**src/rtl/bcd_countdown_timer_pkg.sv**
```systemverilog
// Shared definitions for the MM:SS irrigation countdown timer.
package bcd_countdown_timer_pkg;

    typedef enum logic [1:0] {
        ST_IDLE   = 2'd0,
        ST_RUN    = 2'd1,
        ST_PAUSED = 2'd2,
        ST_DONE   = 2'd3
    } state_t;

    // Largest legal value of a units digit (seconds, minutes, tens of minutes)
    localparam int MAX_UNIT     = 9;
    // Largest legal value of the tens-of-seconds digit
    localparam int MAX_TENS_SEC = 5;

endpackage

```
**src/rtl/bcd_digit_down.sv**
```systemverilog
// One BCD digit of the down-counter: saturating load, wrap-to-MAX on borrow.
module bcd_digit_down
    import bcd_countdown_timer_pkg::*;
#(
    parameter int MAX = MAX_UNIT
) (
    input  logic       clk,
    input  logic       rst,
    input  logic       ld,
    input  logic [3:0] ld_val,
    input  logic       dec,
    input  logic       bin,
    output logic [3:0] digit,
    output logic       bout
);

    localparam logic [3:0] MAX_D = 4'(MAX);

    // Out-of-range presets clamp to the digit maximum rather than wrapping.
    function automatic logic [3:0] sat_digit(input logic [3:0] v);
        return (v > MAX_D) ? MAX_D : v;
    endfunction

    // Digit register: load has priority over the borrow-driven decrement.
    always_ff @(posedge clk or posedge rst) begin
        if (rst) begin
            digit <= 4'd0;
        end else if (ld) begin
            digit <= sat_digit(ld_val);
        end else if (dec && bin) begin
            digit <= (digit == 4'd0) ? MAX_D : digit - 4'd1;
        end
    end

    // Borrow propagates upward only when this digit is already zero.
    assign bout = bin && (digit == 4'd0);

endmodule

```
**src/rtl/bcd_countdown_timer.sv**
```systemverilog
// MM:SS BCD countdown timer: control FSM, one-second prescaler, zero detection.
module bcd_countdown_timer
    import bcd_countdown_timer_pkg::*;
#(
    parameter int TICKS_PER_SEC = 50000000
) (
    input  logic       clk,
    input  logic       rst,
    input  logic       load,
    input  logic       start,
    input  logic       pause,
    input  logic       stop,
    input  logic [3:0] pus,
    input  logic [3:0] pds,
    input  logic [3:0] pum,
    input  logic [3:0] pdm,
    output logic [3:0] us,
    output logic [3:0] ds,
    output logic [3:0] um,
    output logic [3:0] dm,
    output logic       active,
    output logic       done
);

    localparam int PW = (TICKS_PER_SEC > 2) ? $clog2(TICKS_PER_SEC) : 1;
    localparam logic [PW-1:0] PRESC_MAX = PW'(TICKS_PER_SEC - 1);

    state_t        state, state_next;
    logic [PW-1:0] presc;
    logic          presc_at_max;
    logic          presc_cnt, presc_clr, tick, ld_en, done_next;
    logic          us_bout, ds_bout, um_bout, cnt_zero;
    logic          last_sec;

    assign presc_at_max = (presc == PRESC_MAX);
    // The next decrement lands on 00:00 exactly when the count reads 00:01.
    assign last_sec = (dm == 4'd0) && (um == 4'd0) && (ds == 4'd0) && (us == 4'd1);

    bcd_digit_down #(.MAX(MAX_UNIT)) u_us (
        .clk(clk), .rst(rst), .ld(ld_en), .ld_val(pus),
        .dec(tick), .bin(1'b1), .digit(us), .bout(us_bout)
    );
    bcd_digit_down #(.MAX(MAX_TENS_SEC)) u_ds (
        .clk(clk), .rst(rst), .ld(ld_en), .ld_val(pds),
        .dec(tick), .bin(us_bout), .digit(ds), .bout(ds_bout)
    );
    bcd_digit_down #(.MAX(MAX_UNIT)) u_um (
        .clk(clk), .rst(rst), .ld(ld_en), .ld_val(pum),
        .dec(tick), .bin(ds_bout), .digit(um), .bout(um_bout)
    );
    // A borrow out of the top digit means every digit is zero.
    bcd_digit_down #(.MAX(MAX_UNIT)) u_dm (
        .clk(clk), .rst(rst), .ld(ld_en), .ld_val(pdm),
        .dec(tick), .bin(um_bout), .digit(dm), .bout(cnt_zero)
    );

    // Next-state and control decode; priority stop > load > start > pause.
    always_comb begin
        state_next = state;
        ld_en      = 1'b0;
        presc_cnt  = 1'b0;
        presc_clr  = 1'b0;
        tick       = 1'b0;
        done_next  = 1'b0;
        case (state)
            ST_IDLE: begin
                if (stop) begin
                    presc_clr = 1'b1;
                end else if (load) begin
                    ld_en = 1'b1;
                end else if (start) begin
                    if (cnt_zero) begin
                        state_next = ST_DONE;
                        done_next  = 1'b1;
                    end else begin
                        state_next = ST_RUN;
                        presc_clr  = 1'b1;
                    end
                end
            end
            ST_RUN: begin
                // load is deliberately ignored while the valve is open
                if (stop) begin
                    state_next = ST_IDLE;
                    presc_clr  = 1'b1;
                end else if (pause) begin
                    state_next = ST_PAUSED;
                end else begin
                    presc_cnt = 1'b1;
                    tick      = presc_at_max;
                    if (presc_at_max && last_sec) begin
                        state_next = ST_DONE;
                        done_next  = 1'b1;
                    end
                end
            end
            ST_PAUSED: begin
                if (stop) begin
                    state_next = ST_IDLE;
                    presc_clr  = 1'b1;
                end else if (!pause && start) begin
                    state_next = ST_RUN;
                end
            end
            ST_DONE: begin
                if (stop) begin
                    state_next = ST_IDLE;
                    presc_clr  = 1'b1;
                end else if (load) begin
                    ld_en      = 1'b1;
                    state_next = ST_IDLE;
                end
            end
            default: state_next = ST_IDLE;
        endcase
    end

    // State register.
    always_ff @(posedge clk or posedge rst) begin
        if (rst) state <= ST_IDLE;
        else     state <= state_next;
    end

    // Registered outputs derived from the upcoming state so they align with it.
    always_ff @(posedge clk or posedge rst) begin
        if (rst) begin
            active <= 1'b0;
            done   <= 1'b0;
        end else begin
            active <= (state_next == ST_RUN);
            done   <= done_next;
        end
    end

    // Prescaler: advances only while running, keeps its phase across a pause.
    always_ff @(posedge clk or posedge rst) begin
        if (rst) begin
            presc <= '0;
        end else if (presc_clr || tick) begin
            presc <= '0;
        end else if (presc_cnt) begin
            presc <= presc + PW'(1);
        end
    end

endmodule

```
**config.mk**
```make
export PLATFORM = sky130hd
export DESIGN_NAME = bcd_countdown_timer
export DESIGN_NICKNAME = d
export VERILOG_FILES = /design/src/rtl/bcd_countdown_timer_pkg.sv /design/src/rtl/bcd_digit_down.sv /design/src/rtl/bcd_countdown_timer.sv
export SDC_FILE = /design/constraint.sdc
export NUM_CORES = 1
export LEC_CHECK = 0
export CAP_MARGIN = 10
export CELL_PAD_IN_SITES_DETAIL_PLACEMENT = 0
export CELL_PAD_IN_SITES_GLOBAL_PLACEMENT = 1
export CORE_MARGIN = 4
export CORE_UTILIZATION = 46
export CTS_BUF_LIST = sky130_fd_sc_hd__clkbuf_2 sky130_fd_sc_hd__clkbuf_4 sky130_fd_sc_hd__clkbuf_8
export CTS_CLUSTER_SIZE = 28
export DETAILED_ROUTE_END_ITERATION = 10
export PLACE_DENSITY_LB_ADDON = 0.1
export RECOVER_POWER = 25
export REMOVE_ABC_BUFFERS = 1
export SLEW_MARGIN = 20
export SYNTH_ARGS = -nofsm -noshare
export SYNTH_HDL_FRONTEND = slang
export SYNTH_SLANG_ARGS = --single-unit
```
**constraint.sdc**
```tcl
create_clock -name clk -period 5 [get_ports clk]
set_input_delay 0.5 -clock clk [delete_from_list [all_inputs] [get_ports clk]]
set_output_delay 0.5 -clock clk [all_outputs]
set_load 0.02 [all_outputs]
```
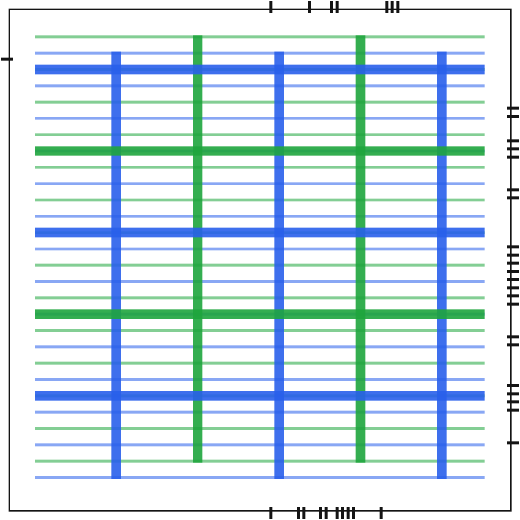
Figure 1: floorplan with the power grid.
Scale: 6 px per um. Pins as bars on the die edge.
Key: blue = VSS; green = VDD
5 straps on met5. 40 signal pins sit on the boundary. 5 straps on met4. 28 met1 rails follow the rows. The core has 27 rows.

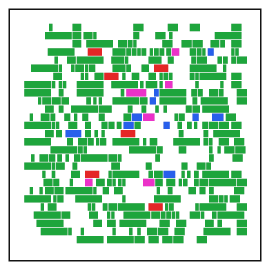
Figure 2: cell sizes after repair.
Scale: 3 px per um.
Key: blue = x2 [cells 10, share 3.0%, most used or2_2]; magenta = x3 and x4 [cells 6, share 1.8%]; red = x6 and larger [cells 6, share 1.8%, most used clkbuf_8]; green = x1 and smaller [cells 310, share 93%]

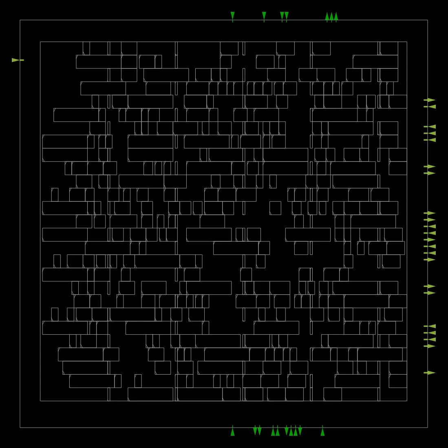
Figure 3: placed standard cells.
Util after Layout: 0.574
flip-flops: 46
fill count: 527
final cell count without fillers: 404
Rows: 27

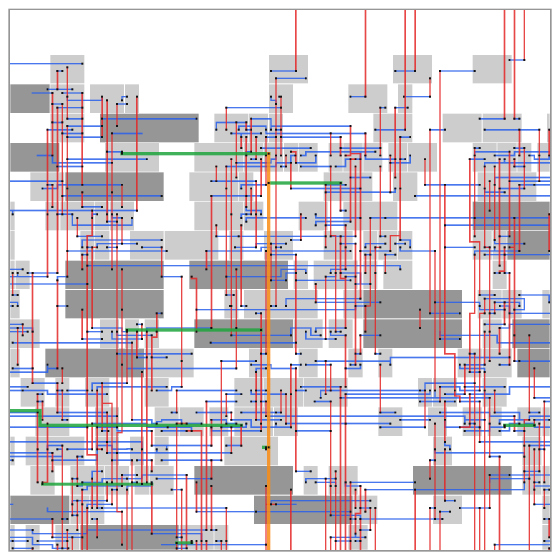
Figure 4: layout detail.
Region (17, 33) to (67, 83) um. Cells in gray, sequential cells in the stronger gray; small squares are vias.
Key: green = M3; red = M2; orange = M4; blue = M1
Most frequent: nand2_1 (17), nor2_1 (16), dfrtp_1 (16). Netlist names of flops here include `presc` (9), `state` (2). Sequential cells in the window: 16. 150 logic cells have their middle in the window.

==> results.txt <==
impl run done, here's what came out: Yosys Instances 291, R2R depth 8, share of layout cells above drive strength 1 0.0663, period utilization 0.596, Clock Path Buffers 2, drt via density 5.47, area reported by Yosys stat 0.00261 mm^2, Buffers on Ports 39, Log Warnings 28, clk sinks 46, Netlist cell types 46, Syn. warnings 0, final WL 5.76 mm, final routed DRC violation total 0, Power per Cell Area 399 mW/mm^2, Num CTS Buffers 5, WS Path Type input pin to asynchronous set/reset pin, outcome finished with violations, Worst setup SP type input pin, hold_sp presc[5], gr busiest metal met2, final worst path period need 2.98 ns, Hold Crit Class flip-flop to flip-flop, Slew headroom -0.655, Routed Antenna Nets 0, FP Util 0.474, CTS resizes 0, Core ar. 0.00551 mm^2, maxcap violations 1, Nets 358, CTS H-tree depth 2, failing checks max-capacitance violations, max-slew violations, reg2reg setup slack 2.25 ns, Max VDD drop 183 uV, RSZ-0062 raised after global routing no, Area leader share 0.441, Final GP Congestion 0.841, Yosys reg bits 46, Overflow after GRT 0, skew final 0.00784 ns, area leader, netlist dfrtp_1, hold endpoint presc[5], CTS Hold Bufs 0, Setup crit end kind asynchronous set/reset pin, Leakage 1.26 nW, met3 Use GR 0.0427, Initial DRC Count 90, count of library flops with an enable pin 0, first-pass GRT wire length 10.4 mm, global-route met1 utilization 0.222, Die Y 83.3 um, worst slew pin tran 2.48 ns, FF-to-FF Start state[1], initial antenna violation count 0, critical path required time 4.89 ns, Top area cell types dfrtp_1 (44%), xor2_1 (7.0%), nor2_1 (6.6%), I/O pins 40, Hold Path Depth 2, Final Slew Violations 47, clock tree root buffer cell clkbuf_8, met2 Track Usage GR 0.310, Final HPWL DP 4.20 mm, Die W 83.3 um, router iterations before antenna repair 4, Setup Total Neg Slack 0 ns, Die ar. 0.00695 mm^2, CTS tree done
-- state kept, by name, indices dropped and copies added, names as in the netlist --
signal	cells
presc	26
u_dm.digit	4
u_us.digit	4
u_ds.digit	4
state	2
active	1
done	1
u_um.digit	4
-- how the worst max path moves through the flow --
stage             start            end  slack, ns  cells past startpoint
2_1_floorplan  state[1]  u_us.digit[3]       2.50                      8
3_3_place_gp       stop  u_us.digit[3]       1.91                      7
3_5_place_dp       stop  u_us.digit[3]       1.86                      7
4_1_cts            stop  u_us.digit[3]       2.20                      7
5_1_grt             rst  u_dm.digit[1]       1.47                      3
6_report            rst  u_dm.digit[0]       2.02                      3
-- Yosys cell counts (all sizes together), types with 3 or more instances --
master  count
xnor2      12
nor2       46
and2        4
clkbuf      7
or3         6
dfrtp      46
ha          5
xor2       21
or2         3
or4         6
nand2      29
a21oi      14
nor3        9
inv         9
o21ai      15
nand3      15
and4        5
a31oi       5
nand4       9
-- power by group --
group          leakage [nW]  internal, mW  total [mW]  switching, mW
Sequential            0.602         0.444       0.532         0.0882
Clock                0.0517         0.117       0.238          0.120
Combinational         0.606         0.234       0.493          0.259
Total                  1.26         0.795        1.26          0.468
-- layout make-up --
class	count	area [um^2]
clock buffers	7	90.1
clock inverters	1	5.00
fillers	527	2340
inverters	9	33.8
multi-input cells	227	1380
flip-flops and latches	46	1150
well taps	72	90.1
repair buffers	42	409
-- routing by layer --
metal | wire length, um | share of wire | vias up
li1 | - | - | 1092
met4 | 80 | 0.014 | 0
met2 | 2880 | 0.50 | 37
met5 | 0 | 0 | -
met3 | 237 | 0.041 | 7
met1 | 2570 | 0.45 | 1072
-- placed cells by master (no fill, tap or decap), types with 2 or more instances in the layout --
cell type	synthesis	final
xnor2_1	12	12
or4_4	2	2
mux2_2	2	2
buf_4	0	2
dfrtp_1	46	46
and4_1	5	5
nand2_1	28	28
nand3_1	14	14
a31oi_1	5	5
inv_1	9	8
o21ai_0	14	14
xor2_1	21	21
or4_1	4	4
nor2_1	46	46
and3_1	2	2
nand2b_1	2	2
ha_1	5	5
nor3_1	8	8
a21oi_1	14	14
clkbuf_8	0	6
o211ai_1	2	2
clkdlybuf4s50_1	0	38
or3_1	6	6
or2_2	3	3
nand4_1	9	9
and2_1	4	4
-- cells by family (layout without fill, tap and decap cells) --
logic type      count (synthesis)  after routing  share of synthesized area
xor+xnor                       33             33                      0.111
simple gates                  142            142                      0.282
compound gates                 44             44                      0.100
mux                             3              3                     0.0125
flops                          46             46                      0.441
buf+inv                        18             59                     0.0297
fa+ha+maj                       5              5                     0.0240
-- worst max-delay path, stage by stage --
cell and delay (ns):
dlygate4sd3_1 0.54, clkinv_1 0.05, clkbuf_1 1.75
-- per-stage QoR --
stage / hold slack (ns) / cells / setup WS (ns) / cell area, um^2
final: 0.542 / 404 / 2.02 / 3160
after global routing: 0.577 / 404 / 1.47 / 3160
after CTS: 0.551 / 404 / 2.20 / 3170
after detailed placement: 0.529 / 396 / 1.86 / 3070
after global placement: 0.520 / 396 / 1.91 / 3070
after floorplan: 0.498 / 282 / 2.50 / 2570
Power is estimated from default activity; no workload was simulated.
